<file path="config.mk">
export PLATFORM = sky130hd
export DESIGN_NAME = fir_decimator
export DESIGN_NICKNAME = d
export VERILOG_FILES = /design/src/rtl/fir_decimator.sv
export SDC_FILE = /design/constraint.sdc
export NUM_CORES = 1
export LEC_CHECK = 0
export CAP_MARGIN = 20
export CELL_PAD_IN_SITES_DETAIL_PLACEMENT = 1
export CELL_PAD_IN_SITES_GLOBAL_PLACEMENT = 1
export CORE_UTILIZATION = 45
export CTS_BUF_LIST = sky130_fd_sc_hd__clkbuf_16
export CTS_CLUSTER_SIZE = 25
export DETAILED_ROUTE_END_ITERATION = 12
export PLACE_DENSITY = 0.75
export REMOVE_ABC_BUFFERS = 1
export SLEW_MARGIN = 20
export SYNTH_ARGS = -nofsm -noshare
export SYNTH_HDL_FRONTEND = slang
export SYNTH_SLANG_ARGS = --single-unit
export TNS_END_PERCENT = 20
</file>
<file path="constraint.sdc">
create_clock -name Clk -period 6.9 [get_ports Clk]
set_clock_uncertainty 0.2 [all_clocks]
set_input_delay 1.38 -clock Clk [delete_from_list [all_inputs] [get_ports Clk]]
set_output_delay 1.38 -clock Clk [all_outputs]
set_load 0.02 [all_outputs]
</file>
<file path="src/rtl/fir_decimator.sv">
// FIR output decimator: warm-up discard, 1-in-DECIM keep, FWFT output FIFO.
// Define DECIM_AVG_EN to push the boxcar average of each group instead of its first sample.
module fir_decimator #(
  parameter int DATA_W     = 12,
  parameter int DECIM      = 4,
  parameter int WARMUP     = 32,
  parameter int FIFO_DEPTH = 8
) (
  input  logic                          Clk,
  input  logic                          Hlt,
  input  logic [DATA_W-1:0]             Din,
  input  logic                          Din_valid,
  output logic [DATA_W-1:0]             Dout,
  output logic                          Dout_valid,
  input  logic                          Dout_ready,
  output logic [$clog2(FIFO_DEPTH):0]   Fifo_count,
  output logic                          Overflow
);

  localparam int PW = $clog2(DECIM);
  localparam int AW = $clog2(FIFO_DEPTH);
  localparam int CW = AW + 1;
  localparam int WW = $clog2(WARMUP + 1);

  typedef enum logic {
    WARM = 1'b0,
    RUN  = 1'b1
  } state_t;

  state_t state_q;
  state_t state_d;

  logic [WW-1:0] warm_q;
  logic [PW-1:0] phase_q;
  logic          warm_adv;
  logic          take;

  logic              push_req;
  logic [DATA_W-1:0] push_data;

  logic [DATA_W-1:0] mem [FIFO_DEPTH];
  logic [AW-1:0]     wr_q;
  logic [AW-1:0]     rd_q;
  logic [AW-1:0]     rd_nx;
  logic [CW-1:0]     cnt_q;
  logic [DATA_W-1:0] dout_q;
  logic [DATA_W-1:0] dout_d;
  logic              ovf_q;
  logic              full;
  logic              empty;
  logic              pop;
  logic              push_ok;

  always_ff @(posedge Clk or posedge Hlt) begin
    if (Hlt) state_q <= WARM;
    else     state_q <= state_d;
  end

  always_comb begin
    state_d = state_q;
    unique case (state_q)
      WARM: if (Din_valid && warm_q == WW'(WARMUP - 1))
              state_d = RUN;
      RUN:  state_d = RUN;
      default: state_d = WARM;
    endcase
  end

  always_comb begin
    warm_adv = 1'b0;
    take     = 1'b0;
    unique case (state_q)
      WARM:    warm_adv = Din_valid;
      RUN:     take     = Din_valid;
      default: ;
    endcase
  end

  always_ff @(posedge Clk or posedge Hlt) begin
    if (Hlt) begin
      warm_q  <= '0;
      phase_q <= '0;
    end else begin
      if (warm_adv) warm_q  <= warm_q + 1'b1;
      if (take)     phase_q <= phase_q + 1'b1;
    end
  end

`ifdef DECIM_AVG_EN
  // Phase 0 restarts the sum, so no explicit clear is needed between groups.
  logic [DATA_W+PW-1:0] acc_q;
  logic [DATA_W+PW-1:0] acc_sum;

  always_comb begin
    acc_sum   = (phase_q == '0 ? '0 : acc_q) + {{PW{1'b0}}, Din};
    push_req  = take && phase_q == PW'(DECIM - 1);
    push_data = DATA_W'(acc_sum >> PW);
  end

  always_ff @(posedge Clk or posedge Hlt) begin
    if (Hlt)       acc_q <= '0;
    else if (take) acc_q <= acc_sum;
  end
`else
  always_comb begin
    push_req  = take && phase_q == '0;
    push_data = Din;
  end
`endif

  assign full    = cnt_q == CW'(FIFO_DEPTH);
  assign empty   = cnt_q == '0;
  assign pop     = !empty && Dout_ready;
  assign push_ok = push_req && (!full || pop);
  assign rd_nx   = rd_q + 1'b1;

  // Registered head keeps Dout stable across an empty FIFO.
  always_comb begin
    dout_d = dout_q;
    if (pop) begin
      if (cnt_q > CW'(1)) dout_d = mem[rd_nx];
      else if (push_ok)   dout_d = push_data;
    end else if (empty && push_ok) begin
      dout_d = push_data;
    end
  end

  always_ff @(posedge Clk) begin
    if (push_ok) mem[wr_q] <= push_data;
  end

  always_ff @(posedge Clk or posedge Hlt) begin
    if (Hlt) begin
      wr_q   <= '0;
      rd_q   <= '0;
      cnt_q  <= '0;
      dout_q <= '0;
      ovf_q  <= 1'b0;
    end else begin
      dout_q <= dout_d;
      if (push_ok) wr_q <= wr_q + 1'b1;
      if (pop)     rd_q <= rd_nx;
      unique case ({push_ok, pop})
        2'b10:   cnt_q <= cnt_q + 1'b1;
        2'b01:   cnt_q <= cnt_q - 1'b1;
        default: cnt_q <= cnt_q;
      endcase
      if (push_req && full && !pop) ovf_q <= 1'b1;
    end
  end

  assign Dout       = dout_q;
  assign Dout_valid = !empty;
  assign Fifo_count = cnt_q;
  assign Overflow   = ovf_q;

endmodule

</file>
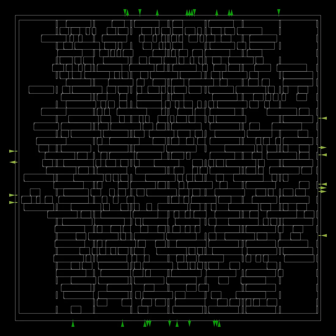
Fig. 1. Placed standard cells (run 1).
# Taps: 168
Fill cells: 1,141
sequential cell area share: 0.550
Core Area: 12,100 um^2
non-filler cells, final: 604

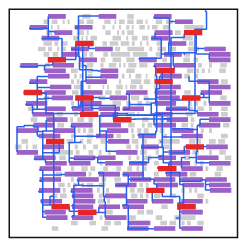
Fig. 2. Routed clock nets over the placement (run 1).
Drawn at 2 px/um.
red -> clock-net drivers  # count 17
blue -> clock wires  # length 1,680 um
purple -> flip-flops  # count 128
flops lie = widely spread
clock-net power: 927 uW
Latency at later pin: 420 ps
clock power share: 0.289

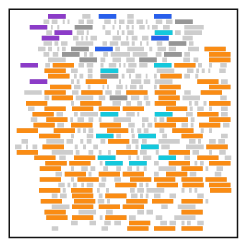
Fig. 3. Sequential cells colored by netlist name (run 1).
Drawn at 2 px/um.
orange -> mem  # placed flops 96
blue -> Fifo_count  # placed flops 4, where north
cyan -> Dout  # placed flops 12
purple -> warm_q  # placed flops 6, where north-west
not colored = 10
Reg area: 3680 um^2
Seq power: 1090 uW
Final Util: 0.555

==> flow_metrics.tcl, run 1 <==
# yosys + openroad results
set metrics [dict create \
    outcome "complete, no violations" \
    synthesis.area_um2 5580 \
    avgSynthCellArea_um2 14.4 \
    warnings 29 \
    holdBufCountCts 0 \
    rows 40 \
    adder_share 0.0224 \
    fp.dieW_um 113 \
    drtAntennaViolNets 0 \
    crit_path_start "Dout_ready" \
    grt_pass1_wl_um 20800 \
    placed_area_um2 6090 \
    ir_worst_vdd_uv 279 \
    cp-endpoint "Dout[2]" \
    cp_cell_sequence "clkdlybuf4s50_1, nand4bb_4, and2_2, inv_1, ha_1, a21oi_1, o31ai_2, nand3_1, o211ai_1" \
    cts_tree "built" \
    ys_types 41 \
    hp-start "warm_q[5]" \
    yosys_area_um2 5580 \
    finalSetupTns_ps 0 \
    fin_crit_sh 0.623 \
    top_logic_kind "simple AND/OR/NAND/NOR gates" \
    die_h_um 113 \
    slowest_delay_ps 890 \
    swShare 0.371 \
    worstReg2RegEnd "Dout[2]" \
    wl_met2_um 6840 \
    ys_warn_count 0 \
]
-- run 1: area by class of cell --
type                            instances  share of cell area
Sequential cell                       128               0.550
Multi-Input combinational cell        224               0.262
Clock buffer                           17              0.0635
Timing Repair Buffer                   43              0.0605
Tap cell                              168              0.0314
Clock inverter                         15              0.0275
Inverter                                9             0.00504
-- run 1: flip-flops by register name (all words and copies together), names as in the netlist --
name        flops
Dout           12
Fifo_count      4
Overflow        1
mem            96
phase_q         2
rd_q            3
state_q         1
warm_q          6
wr_q            3
-- run 1: metrics by stage --
step                      hold slack (ps)  worst slack, ps  cells
final                                 269             2600    604
after CTS                             274             2680    604
after global routing                  296             2480    604
after detailed placement              267             2300    572
after global placement                260             2420    572
after floorplan                       242             3080    361
Fig. 4: run 1, cells colored by class
Drawn at 2 px/um.
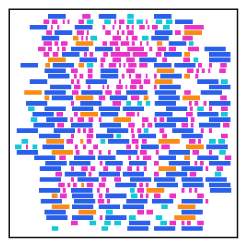

==> run 2: changes to the inputs <==
- PLACE_DENSITY: 0.75 -> 0.78
- clock period: 6.9 -> 3.83 ns (I/O delays scaled with it)
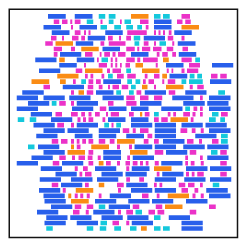
Fig. 5. Cells colored by class (run 2).
Drawn at 2 px/um.
magenta -> remaining logic cells  # cells 233, share of their area 27%
blue -> registers  # cells 128, share of their area 56%
orange -> clock drivers and dummy loads  # cells 32, share of their area 9.0%
cyan -> remaining buffers and delay cells  # cells 55, share of their area 7.7%
sequential cell area share: 0.544
Cell Rows: 40
final instance area: 6770 um^2
Final Util: 0.561

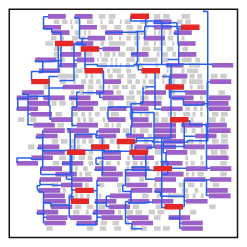
Fig. 6. Routed clock nets over the placement (run 2).
Drawn at 2 px/um.
red -> clock-net drivers  # count 17
blue -> clock wires  # length 1,630 um
purple -> flip-flops  # count 128
flops lie = widely spread

==> flow_metrics.tcl, run 2 <==
# yosys + openroad results
set metrics [dict create \
    grt_pass1_wl_um 21700 \
    cp-endpoint "Dout[5]" \
    coreArea_um2 12100 \
    sh_comb_area 0.258 \
    logic_gate_count 224 \
    top_logic_kind "simple AND/OR/NAND/NOR gates" \
    cp_cell_sequence "clkdlybuf4s50_1, and3_1, and2_2, inv_1, ha_1, a21oi_1, o31ai_2, nand3_1, o211ai_1" \
    ys_warn_count 0 \
    largest_reg_flops 96 \
    synthesis.area_um2 5580 \
    timing.hold.ws_ps 275 \
    cts_tree "built" \
    holdBufCountCts 0 \
    worst_slack_ps 471 \
    dominant_cells "sequential cells" \
    buf_share 0.0751 \
    buffers 55 \
    drtAntennaViolNets 0 \
    outcome "complete, no violations" \
    finalSetupTns_ps 0 \
    regArea_um2 3680 \
    adder_share 0.0224 \
    yosys_area_um2 5580 \
    clkCellAreaFrac 0.0867 \
    avgSynthCellArea_um2 14.4 \
    placed_area_um2 6180 \
]
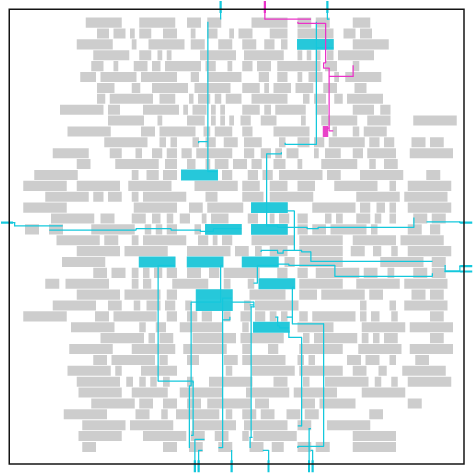
Fig. 7. Nets reached from selected ports (run 2).
Drawn at 4 px/um.
cyan -> Dout  # bits 12, direction output, edge 6 south, 3 east, 2 north, 1 west, end cells 12, buffers 12, wire 664 um
magenta -> Dout_valid  # bits 1, direction output, edge north, end cells 1, buffers 1, wire 59.6 um

-- run 2: where the power goes --
group / switching (uW) / internal, uW
clock network: 637 / 966
logic: 1350 / 970
registers: 243 / 1680
total: 2230 / 3620
-- run 2: worst min path at each step --
stage                     startpoint        end  slack, ps  depth (start not counted)
after detailed placement    Overflow   Overflow        270                          1
after global routing       warm_q[5]  warm_q[5]        300                          1
final                      warm_q[5]  warm_q[5]        270                          1
after global placement     warm_q[5]  warm_q[5]        260                          1
after floorplan            warm_q[5]  warm_q[5]        240                          1
after CTS                  warm_q[5]  warm_q[5]        280                          1
-- run 2: metal layers --
metal	up-vias	part of all wire	global-route usage
met2	123	0.51	0.390
met1	1777	0.41	0.291
met3	26	0.056	0.0595
met5	-	0	0
met4	0	0.022	0.107
li1	1580	-	-
No activity file was given, so power comes from the tool's default toggle rates.
